==> images/port_trees.png <==
Bar = 10 um.
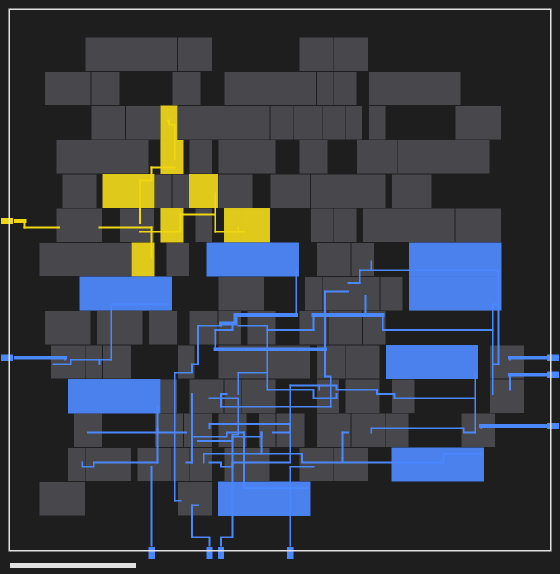
==> images/util_map.png <==
Bar = 10 um. The die is cut into 9 by 9 equal tiles; white is low, dark blue is high, 0 to 100% covered.
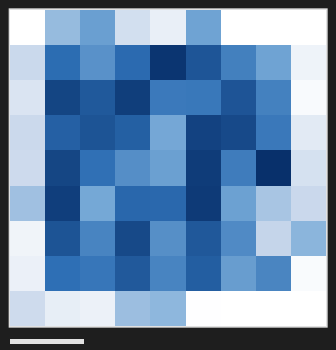
### src/rtl/debounce_pkg.sv
// Shared definitions for the debounce_edge block: FSM state encodings and
// default parameter values.
package debounce_pkg;

    typedef logic [1:0] state_t;

    localparam state_t StStableLo = 2'b00;
    localparam state_t StWaitHi   = 2'b01;
    localparam state_t StStableHi = 2'b10;
    localparam state_t StWaitLo   = 2'b11;

    localparam int unsigned DefSyncStages     = 2;
    localparam int unsigned DefDebounceCycles = 4;
    localparam int unsigned DefCntW           = 8;

endpackage

### src/rtl/sync_ff_chain.sv
// N-stage flop synchronizer for asynchronous single-bit inputs; every stage
// clears on synchronous reset.
module sync_ff_chain #(
    parameter int unsigned STAGES = 2
) (
    input  logic clk,
    input  logic reset,
    input  logic d,
    output logic q
);

    logic [STAGES-1:0] chain_q;

    always_ff @(posedge clk) begin
        if (reset) begin
            chain_q <= '0;
        end else begin
            chain_q <= {chain_q[STAGES-2:0], d};
        end
    end

    assign q = chain_q[STAGES-1];

endmodule

### src/rtl/debounce_edge.sv
// Synchronizes and debounces a raw input into a clean level, with one-cycle
// rise/fall pulses and a wrapping count of accepted edges.
module debounce_edge
    import debounce_pkg::*;
#(
    parameter int unsigned SYNC_STAGES     = DefSyncStages,
    parameter int unsigned DEBOUNCE_CYCLES = DefDebounceCycles,
    parameter int unsigned CNT_W           = DefCntW
) (
    input  logic             clk,
    input  logic             reset,
    input  logic             din,
    input  logic             en,
    input  logic             clr_count,
    output logic             q,
    output logic             qb,
    output logic             rise,
    output logic             fall,
    output logic             busy,
    output logic [CNT_W-1:0] edge_count
);

    localparam int unsigned CntW = $clog2(DEBOUNCE_CYCLES);
    localparam logic [CntW-1:0] CntMax = CntW'(DEBOUNCE_CYCLES - 1);

    logic s;

    state_t state_q, state_d;
    logic [CntW-1:0] cnt_q, cnt_d;
    logic q_q, q_d;
    logic rise_q, rise_d;
    logic fall_q, fall_d;
    logic busy_q, busy_d;
    logic [CNT_W-1:0] edge_count_q, edge_count_d;

    sync_ff_chain #(
        .STAGES (SYNC_STAGES)
    ) u_sync (
        .clk   (clk),
        .reset (reset),
        .d     (din),
        .q     (s)
    );

    always_ff @(posedge clk) begin
        if (reset) begin
            state_q      <= StStableLo;
            cnt_q        <= '0;
            q_q          <= 1'b0;
            rise_q       <= 1'b0;
            fall_q       <= 1'b0;
            busy_q       <= 1'b0;
            edge_count_q <= '0;
        end else begin
            state_q      <= state_d;
            cnt_q        <= cnt_d;
            q_q          <= q_d;
            rise_q       <= rise_d;
            fall_q       <= fall_d;
            busy_q       <= busy_d;
            edge_count_q <= edge_count_d;
        end
    end

    always_comb begin
        state_d = state_q;
        cnt_d   = cnt_q;
        if (en) begin
            unique case (state_q)
                StStableLo: begin
                    if (s) begin
                        state_d = StWaitHi;
                        cnt_d   = CntW'(1);
                    end
                end
                StWaitHi: begin
                    if (!s) begin
                        state_d = StStableLo;
                        cnt_d   = '0;
                    end else if (cnt_q == CntMax) begin
                        state_d = StStableHi;
                        cnt_d   = '0;
                    end else begin
                        cnt_d = cnt_q + CntW'(1);
                    end
                end
                StStableHi: begin
                    if (!s) begin
                        state_d = StWaitLo;
                        cnt_d   = CntW'(1);
                    end
                end
                StWaitLo: begin
                    if (s) begin
                        state_d = StStableHi;
                        cnt_d   = '0;
                    end else if (cnt_q == CntMax) begin
                        state_d = StStableLo;
                        cnt_d   = '0;
                    end else begin
                        cnt_d = cnt_q + CntW'(1);
                    end
                end
                default: begin
                    state_d = StStableLo;
                    cnt_d   = '0;
                end
            endcase
        end
    end

    always_comb begin
        rise_d = en && (state_q == StWaitHi) && s && (cnt_q == CntMax);
        fall_d = en && (state_q == StWaitLo) && !s && (cnt_q == CntMax);
        q_d    = q_q;
        if (rise_d) begin
            q_d = 1'b1;
        end else if (fall_d) begin
            q_d = 1'b0;
        end
        busy_d = (state_d == StWaitHi) || (state_d == StWaitLo);
        // A clear wins over a same-cycle increment; the pulse itself is unaffected.
        edge_count_d = edge_count_q;
        if (clr_count) begin
            edge_count_d = '0;
        end else if (rise_d || fall_d) begin
            edge_count_d = edge_count_q + CNT_W'(1);
        end
    end

    assign q          = q_q;
    assign qb         = ~q_q;
    assign rise       = rise_q;
    assign fall       = fall_q;
    assign busy       = busy_q;
    assign edge_count = edge_count_q;

endmodule

### config.mk
export PLATFORM = sky130hd
export DESIGN_NAME = debounce_edge
export DESIGN_NICKNAME = d
export VERILOG_FILES = /design/src/rtl/debounce_pkg.sv /design/src/rtl/sync_ff_chain.sv /design/src/rtl/debounce_edge.sv
export SDC_FILE = /design/constraint.sdc
export NUM_CORES = 1
export LEC_CHECK = 0
export CAP_MARGIN = 20
export CORE_MARGIN = 2
export CORE_UTILIZATION = 51
export DETAILED_ROUTE_END_ITERATION = 6
export GPL_ROUTABILITY_DRIVEN = 0
export PLACE_DENSITY_LB_ADDON = 0.25
export SLEW_MARGIN = 40
export SYNTH_ARGS = -nofsm -noshare
export SYNTH_HDL_FRONTEND = slang
export SYNTH_SLANG_ARGS = --single-unit
### constraint.sdc
create_clock -name clk -period 2.1 [get_ports clk]
set_input_delay 0.63 -clock clk [delete_from_list [all_inputs] [get_ports clk]]
set_output_delay 0.63 -clock clk [all_outputs]
set_load 0.05 [all_outputs]
==> impl_metrics.json <==
{
  "outcome": "completed",
  "wl_per_cell_um": 12.6,
  "area_growth_pct": 26.0,
  "r2r_end": "edge_count[3]",
  "path_cells": "clkdlybuf4s50_1",
  "wirelength_um": 1580,
  "tool_warnings": 26,
  "n_antenna_cell": 0,
  "fmax_mhz": 492,
  "drc": 0,
  "fin_area_sq_um": 976,
  "relSlewSlack": 0.654,
  "top_area_cell": "dfxtp_1",
  "synth_warnings": 0,
  "nonClockBufferCount": 21,
  "yosys-mux-area-fraction": 0.0662,
  "slowest_stage": "clkdlybuf4s50_1",
  "crit_type": "flop to output pin",
  "dominant-cell-class": "logic gates",
  "vias_per_cell": 5.97,
  "timing.rr.start": "cnt_q[0]",
  "end_kind": "output pin",
  "comb_cells": 64,
  "arrival_ns": 1.40,
  "whs_ns": 0.462,
  "post_cts_buffers": 0,
  "core_sq_um": 1470,
  "ys_types": 27,
  "power.share.sequential": 0.604,
  "cp.depth": 1,
  "ir_drop_mv": 0.380,
  "cpLargestDelayFamily": "buffers and inverters"
}
About port_trees.png:
| port | color | bits | direction | edge | end cells | buffers | wire |
|---|---|---|---|---|---|---|---|
| en | yellow | 1 | input | west | 8 | 2 | 34.3 um |
| edge_count | blue | 8 | output | 4 south, 3 east, 1 west | 8 | 8 | 323 um |
# IOs: 18
port bufs: 17

About util_map.png:
mean over tiles: 52%
fullest tile: 100%
densest ninth of the die: center
nearly empty tiles: 9.9%

==> layout by cell type, fill, tap and decap left out, drive strengths merged, types with 3 or more instances in the layout <==
cell type / count
a21oi: 9
dfxtp: 17
buf: 15
o21ai: 3
nor4: 4
inv: 3
mux2i: 4
clkbuf: 4
nand3: 6
or3: 5
nand2: 11
clkdlybuf4s50: 6
==> power by group through the flow <==
stage | sequential, W | combinational (W) | clock, W
after floorplan | 0.000336 | 0.0000187 | 0
after global placement | 0.000335 | 0.0000335 | 0
after detailed placement | 0.000336 | 0.0000345 | 0
after CTS | 0.000328 | 0.0000346 | 0.000185
after global routing | 0.000329 | 0.0000383 | 0.000196
final | 0.000328 | 0.0000351 | 0.000180
==> per-layer routing <==
layer	track usage	share of wire
met1	0.233	0.48
met2	0.273	0.43
met3	0.0383	0.058
met4	0.145	0.030
met5	0	0
Power is estimated from default activity; no workload was simulated.
